<file path="src/rtl/image_saturation_adjust_pipe.sv">
// Four-stage saturation blend out = P + k*(P - Y), with frame-synchronous control shadowing and bypass.
// Optional per-frame clip counter is built when IMAGE_SATURATION_CLIP_CNT_EN is defined.
module image_saturation_adjust_pipe #(
   parameter int DW     = 8,
   parameter bit VS_POL = 1'b1,
   parameter int CNT_W  = 24
) (
   input  logic              clk,
   input  logic              reset_n,
   input  logic [DW+1:0]     adjust_val,
   input  logic              bypass,
   input  logic              vs_in,
   input  logic              hs_in,
   input  logic              valid_i,
   input  logic [3*DW-1:0]   img_data_i,
   output logic              vs_out,
   output logic              hs_out,
   output logic              valid_o,
   output logic [3*DW-1:0]   img_data_o,
   output logic [CNT_W-1:0]  clip_cnt
);
   localparam int STAGES = 4;
   localparam int KW     = DW + 2;
   localparam int YW     = DW + 10;
   localparam int SW     = 3*DW + 3;
   localparam logic signed [KW-1:0] K_MAX   = KW'(2**DW);
   localparam logic signed [KW-1:0] K_MIN   = -K_MAX;
   localparam logic signed [SW-1:0] PIX_MAX = SW'(2**DW - 1);

   typedef logic [2:0][DW-1:0] pix_t;   // [2]=R, [1]=G, [0]=B

   logic                 vs_d_q, frame_start;
   logic signed [KW-1:0] adj_clamped, k_act_q, k_in;
   logic                 byp_act_q, byp_in;

   logic [STAGES:1]      vld_pipe_q, vs_pipe_q, hs_pipe_q;
   pix_t                 pix_in, pix1_q, pix2_q, pix3_q, out_q, out_d;
   logic [2:0][YW-1:0]   lp1_q, lp1_d;
   logic [YW-1:0]        ysum;
   logic [DW-1:0]        y2_q, y2_d;
   logic signed [KW-1:0] k1_q, k2_q;
   logic                 byp1_q, byp2_q, byp3_q;
   logic signed [SW-1:0] k_ext, gain;
   logic [2:0][SW-1:0]   prod3_q, prod3_d, sh4;
   logic [SW-1:0]        yk3_q, yk3_d;

   assign frame_start = (vs_in == VS_POL) && (vs_d_q != VS_POL);

   always_comb begin
      adj_clamped = $signed(adjust_val);
      if ($signed(adjust_val) > K_MAX)      adj_clamped = K_MAX;
      else if ($signed(adjust_val) < K_MIN) adj_clamped = K_MIN;
   end

   // The pixel entering on the frame-start cycle already uses the new controls.
   assign k_in   = frame_start ? adj_clamped : k_act_q;
   assign byp_in = frame_start ? bypass      : byp_act_q;

   assign pix_in = img_data_i;

   // Stage 1: luma partial products (weights sum to 1024, so white cannot overflow).
   always_comb begin
      lp1_d[2] = YW'(pix_in[2]) * YW'(306);
      lp1_d[1] = YW'(pix_in[1]) * YW'(601);
      lp1_d[0] = YW'(pix_in[0]) * YW'(117);
   end

   assign ysum = lp1_q[0] + lp1_q[1] + lp1_q[2];
   assign y2_d = DW'(ysum >> 10);

   // Stage 3: S = P*(2^DW + k) - Y*k, split into two registered products.
   always_comb begin
      k_ext = {{(SW-KW){k2_q[KW-1]}}, k2_q};
      gain  = SW'(2**DW) + k_ext;
      for (int c = 0; c < 3; c++)
         prod3_d[c] = $signed({{(SW-DW){1'b0}}, pix2_q[c]}) * gain;
      yk3_d = $signed({{(SW-DW){1'b0}}, y2_q}) * k_ext;
   end

   // Stage 4: floor shift and clip; bypass selects the untouched pixel.
   always_comb begin
      for (int c = 0; c < 3; c++) begin
         sh4[c] = ($signed(prod3_q[c]) - $signed(yk3_q)) >>> DW;
         if ($signed(sh4[c]) < 0)            out_d[c] = '0;
         else if ($signed(sh4[c]) > PIX_MAX) out_d[c] = '1;
         else                                out_d[c] = sh4[c][DW-1:0];
         if (byp3_q) out_d[c] = pix3_q[c];
      end
   end

   always_ff @(posedge clk or negedge reset_n) begin
      if (!reset_n) begin
         vs_d_q     <= 1'b0;
         k_act_q    <= '0;
         byp_act_q  <= 1'b0;
         vld_pipe_q <= '0;
         vs_pipe_q  <= '0;
         hs_pipe_q  <= '0;
         pix1_q     <= '0;
         lp1_q      <= '0;
         k1_q       <= '0;
         byp1_q     <= 1'b0;
         pix2_q     <= '0;
         y2_q       <= '0;
         k2_q       <= '0;
         byp2_q     <= 1'b0;
         pix3_q     <= '0;
         prod3_q    <= '0;
         yk3_q      <= '0;
         byp3_q     <= 1'b0;
         out_q      <= '0;
      end else begin
         vs_d_q <= vs_in;
         if (frame_start) begin
            k_act_q   <= adj_clamped;
            byp_act_q <= bypass;
         end
         vld_pipe_q <= {vld_pipe_q[STAGES-1:1], valid_i};
         vs_pipe_q  <= {vs_pipe_q[STAGES-1:1], vs_in};
         hs_pipe_q  <= {hs_pipe_q[STAGES-1:1], hs_in};
         pix1_q     <= pix_in;
         lp1_q      <= lp1_d;
         k1_q       <= k_in;
         byp1_q     <= byp_in;
         pix2_q     <= pix1_q;
         y2_q       <= y2_d;
         k2_q       <= k1_q;
         byp2_q     <= byp1_q;
         pix3_q     <= pix2_q;
         prod3_q    <= prod3_d;
         yk3_q      <= yk3_d;
         byp3_q     <= byp2_q;
         out_q      <= out_d;
      end
   end

   assign valid_o    = vld_pipe_q[STAGES];
   assign vs_out     = vs_pipe_q[STAGES];
   assign hs_out     = hs_pipe_q[STAGES];
   assign img_data_o = out_q;

`ifdef IMAGE_SATURATION_CLIP_CNT_EN
   logic [CNT_W-1:0] cnt_q, clip_cnt_q;
   logic             clip_evt, fs_out;

   always_comb begin
      clip_evt = 1'b0;
      for (int c = 0; c < 3; c++)
         if ($signed(sh4[c]) < 0 || $signed(sh4[c]) > PIX_MAX) clip_evt = 1'b1;
      clip_evt = clip_evt && vld_pipe_q[STAGES-1] && !byp3_q;
   end

   // Output-side frame start: the edge where vs_out is about to enter VS_POL.
   assign fs_out = (vs_pipe_q[STAGES-1] == VS_POL) && (vs_pipe_q[STAGES] != VS_POL);

   always_ff @(posedge clk or negedge reset_n) begin
      if (!reset_n) begin
         cnt_q      <= '0;
         clip_cnt_q <= '0;
      end else if (fs_out) begin
         clip_cnt_q <= cnt_q;
         cnt_q      <= CNT_W'(clip_evt);
      end else if (clip_evt && cnt_q != '1) begin
         cnt_q <= cnt_q + CNT_W'(1);
      end
   end

   assign clip_cnt = clip_cnt_q;
`else
   assign clip_cnt = '0;
`endif

endmodule
</file>
<file path="config.mk">
export PLATFORM = sky130hd
export DESIGN_NAME = image_saturation_adjust_pipe
export DESIGN_NICKNAME = d
export VERILOG_FILES = /design/src/rtl/image_saturation_adjust_pipe.sv
export SDC_FILE = /design/constraint.sdc
export NUM_CORES = 1
export LEC_CHECK = 0
export CORE_MARGIN = 3
export CORE_UTILIZATION = 40
export CTS_CLUSTER_DIAMETER = 50
export DETAILED_ROUTE_END_ITERATION = 12
export GPL_TIMING_DRIVEN = 0
export PLACE_DENSITY = 0.64
export SLEW_MARGIN = 0
export SYNTH_ARGS = -nofsm -noshare
export SYNTH_HDL_FRONTEND = slang
export SYNTH_SLANG_ARGS = --single-unit
</file>
<file path="constraint.sdc">
create_clock -name clk -period 12.05 [get_ports clk]
set_clock_uncertainty 0.2 [all_clocks]
set_input_delay 1.8075 -clock clk [delete_from_list [all_inputs] [get_ports clk]]
set_output_delay 1.8075 -clock clk [all_outputs]
set_load 0.03 [all_outputs]
</file>
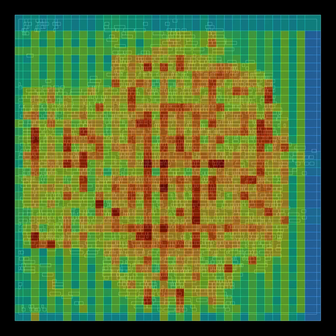
(images/final_congestion.png)
met2 track demand over resource in global routing: 0.3059
met3 usage: 0.02708
post-detailed-route wirelength per cell: 16.25 um
GR Util All Layers: 0.1806

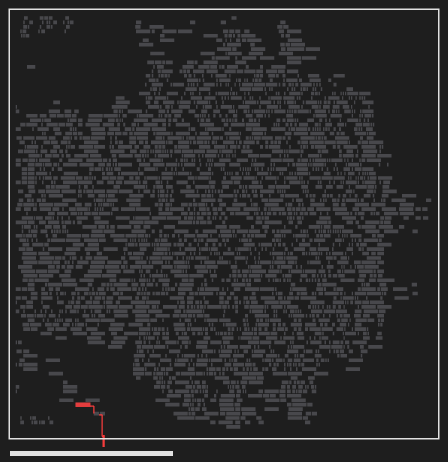
(images/port_nets.png)
Scale bar: 100 um.
Red shows hs_out, direction output, edge south, end cells 1, wire 23.2 um.
Port Buf Inserts: 66
number of primary I/O pins: 91

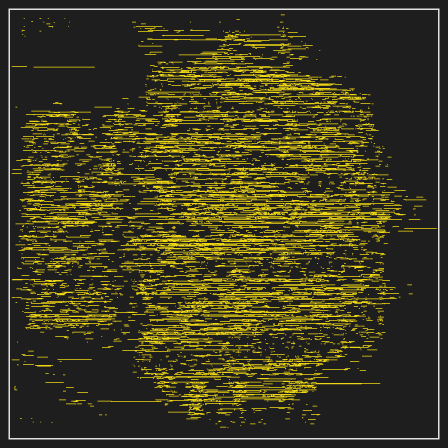
(images/met1.png)
The layer holds 43% of the routed length. 3270 nets have wire on it. The layer carries 25.5 mm of wire. The longest straight run is 61.6 um.
detailed-route via count: 17827
met1 Track Usage GR: 0.2372
sum of routed wire length over all layers: 59360 um

==> results.yml <==
# physical design summary
clock_tree:
  clock_tree.root_cell: "clkbuf_16"
  tritoncts: "done"
  clock_tree.buffer_depth: 3
  cts_setup_buffers: 0
  hold_buffers: 0
  clock_tree.htree_level_count: 2
  tritoncts_num_sinks: 259
  post_cts.resized_instances: 0
  clkSlewWorstSetupHoldPaths_ns: 0.06
synthesis:
  async_flop_share: 1.000
  ys_flop_type: "dfrtp_1"
  yosys_stat_area_um2: 26200
  ys_types: 69
  synthesis.instances: 2632
  synth.ff_latch_count: 259
  number_of_enable_type_register_cells_in_the_synthesized_netlist: 0
  seq_area_frac_synth: 0.2474
  syn_avg_cell_area_um2: 9.954
  ys_warn_count: 0
  synthesized_area_um2: 26200
  yosys_cells: 2632
worst_hold_path:
  hold_depth: 0
  worst_min_delay_path_endpoint: "pix2_q[15]"
  worstHoldPathType: "reg -> reg"
drt:
  post_drt_via_cell_ratio: 4.880
  drt_pass1_iterations: 5
  remaining_drc_errors: 0
  initialDrtViolationCount: 940
  detail-route-antenna-nets: 0
cells_and_area:
  final_layout_top_logic_cell: "inv_1"
  num-nonclk-inverters: 621
  diodes: 0
  logic_gate_count: 1686
  layout_top_registers: "prod3_q (60), lp1_q (44)"
  buffers: 157
  drive_gt1_frac: 0.04467
  layout.area.top_class: "multi-input combinational cells"
  max_flop_register: "prod3_q"
  n_sequential_cell: 259
  nFillCells: 6041
  comb_area_share: 0.5753
  finalNetCount: 3487
  nonClkBufAreaFrac: 0.03863
  area.combinational_um2: 17050
  syn2layout_area_growth_pct: 13.11
  final_design_area_no_fill_um2: 29630
  largest_register_ffs: 60
  clkbuf_count: 45
  layout.cells.most_common_list: "619 x inv_1, 351 x ha_1, 330 x fa_1"
sta:
  rsz0062_at_grt: "false"
  timing.slew.headroom: 0.3730
  final_critical_path_setup_slack_ns: 4.666
  timing_hold_violations_final: 0
  finalCriticalPeriod_ns: 7.384
  timing.fmax_ghz: 0.1354
  totalNegativeSetupSlack_ns: 0
  final_setup_vio_count: 0
  min_period_over_period: 0.6128
  timing.hold.ws_ns: 0.1378
  worst_slew_pin_slew_ns: 0.9405
floorplan:
  tap_cells: 855
  width_of_the_chip_um: 261.9
  fp_util: 0.4057
  die_height_um: 261.9
  chipArea_um2: 68600
  placeableCoreArea_um2: 64580
  std_cell_rows: 93
critical_path:
  cp.buffers_inverters: 7
  worstSetupStartpointType: "flop"
  worst_setup_path_endpoint: "prod3_q[46]"
  worst_path_largest_cell_delay_ns: 0.65
  worst_setup_path_startpoint: "k2_q[8]"
  rr_startpoint: "k2_q[8]"
  crit_chain: "clkinv_1 -> clkbuf_1 -> ha_1 -> clkbuf_1 -> nand2b_1 -> fa_1 -> inv_1 -> fa_1 -> fa_1 -> inv_1 -> fa_1 -> inv_1 -> ha_1 -> inv_1 -> o21ai_0 -> a311oi_1 -> or3_1 -> o2111ai_1 -> a21oi_1 -> xnor2_1"
  timing.critical_path.depth: 20
  worst-r2r-setup-slack_ns: 4.67
  timing.critical_path.required_ns: 12.31
  path_max_fanout: 10
  crit_path_top_delay_cell: "ha_1"
  crit-reg2reg-capture: "prod3_q[46]"
  timing.critical_path.arrival_ns: 7.64
  reg2regPathDepth: 20
  critical_path.endpoint_type: "flop"
placement:
  dpl.hpwl_um: 48430
  detailed_place.area_um2: 28080
  setup_ws_pre_cts_ns: 4.718
  placed_cells: 3578
  routabilityCongestion: 0.8599
flow_run:
  warnings: 35
  maxCapViolations: 0
grt:
  grt_overflow_total: 0
  grt_max_degree: 120
  grt_pass1_wl_um: 97120
  via_count_of_the_first_global_routing_pass: 18503
  initial_antenna_violation_count: 4
power_and_ir_drop:
  ir_worst_vdd_mv: 0.3157
  power.static_leakage_nw: 15.18
  cellPowerDensity_nw_per_um2: 296.0
status:
  run_status: "finished clean"
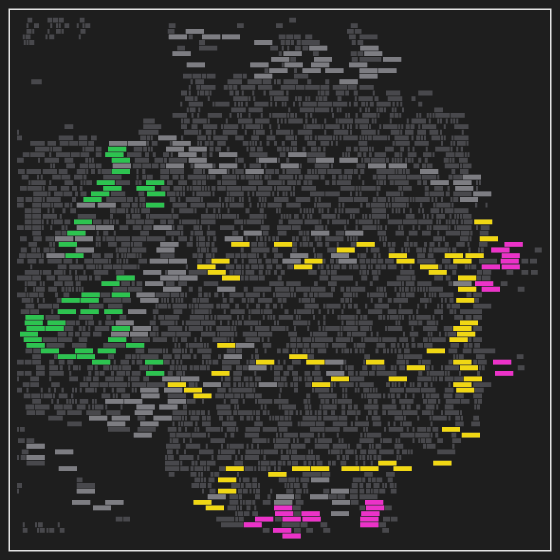
(images/registers.png)
Other sequential cells in the stronger grey, the rest of the logic in the fainter grey.
Magenta shows img_data_o, sequential cells 24. Green shows lp1_q, sequential cells 44, where west. Yellow shows prod3_q, sequential cells 60.
Another 131 sequential cells are not coloured.
power dissipated in sequential cells: 1.34 mW
fraction of the core area covered by cells at the end of the flow: 0.4589
sequential share of cell area: 0.2187
area used by sequential logic in the layout: 6481 um^2

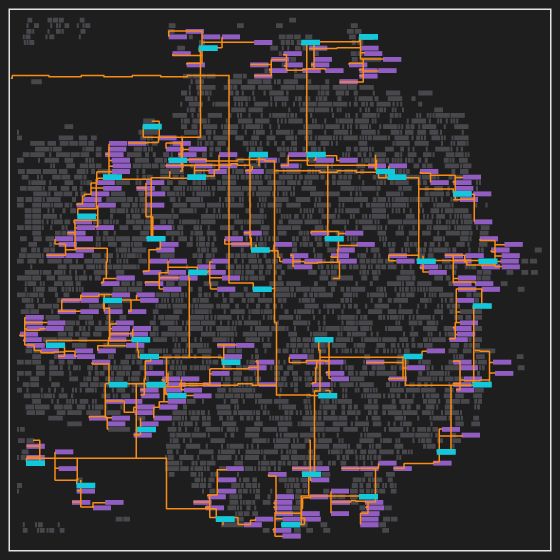
(images/clock_map.png)
Purple shows flip-flops, count 259. Orange shows clock wires, length 4030 um. Cyan shows cells driving clock nets, count 41.
There are 42 routed clock nets. Position of the flops: all over the die.
reported clock group power: 1.32 mW
worst skew pair latency: 0.58 ns
relative contribution of the clock network to total power: 0.151

[power breakdown]
group / leakage [nW] / switching [mW] / internal (mW)
combinational: 11.4 / 3.47 / 2.64
sequential: 3.05 / 0.128 / 1.21
clock: 0.754 / 0.484 / 0.841
total: 15.2 / 4.09 / 4.69
[kinds of logic after synthesis]
kind of cell	Yosys count	share of synthesized area
buffers and inverters	710	0.1052
adders and majority gates	681	0.4198
and+or+nand+nor	585	0.1133
AOI/OAI and AO/OA	268	0.07111
DFF	259	0.2474
xor gates and xnor gates	125	0.04179
muxes	3	0.001289
other	1	0.0001431
[synthesized netlist by cell type (all sizes together) (5+ instances only)]
cell | n | area (um^2)
a2111oi | 6 | 90.08
a211oi | 5 | 37.54
a21boi | 10 | 75.07
a21o | 22 | 165.2
a21oi | 76 | 384.1
a221oi | 16 | 140.1
a22o | 9 | 78.83
and2 | 171 | 1070
and3 | 7 | 43.79
buf | 27 | 191.4
clkbuf | 62 | 232.7
dfrtp | 259 | 6481
fa | 330 | 6606
ha | 351 | 4392
inv | 619 | 2323
nand2 | 188 | 705.7
nand2b | 23 | 143.9
nand3 | 17 | 85.08
nand3b | 5 | 37.54
nand4 | 5 | 31.28
nor2 | 87 | 326.6
nor2b | 41 | 256.5
nor3 | 17 | 85.08
nor4 | 6 | 43.79
o211ai | 9 | 72.57
o21a | 9 | 67.56
o21ai | 50 | 254.0
o21bai | 11 | 86.33
o221a | 8 | 90.09
o41ai | 5 | 43.79
or3 | 6 | 42.54
xnor2 | 99 | 867.1
xor2 | 26 | 227.7
[per-layer routing]
metal / wire (um) / track usage / vias to the layer above
met2: 28970 / 0.3059 / 386
met1: 25460 / 0.2372 / 8977
met3: 2808 / 0.02708 / 112
met5: 13 / 0 / -
met4: 2104 / 0.06202 / 2
li1: - / - / 8350
No activity file was given, so power comes from the tool's default toggle rates.
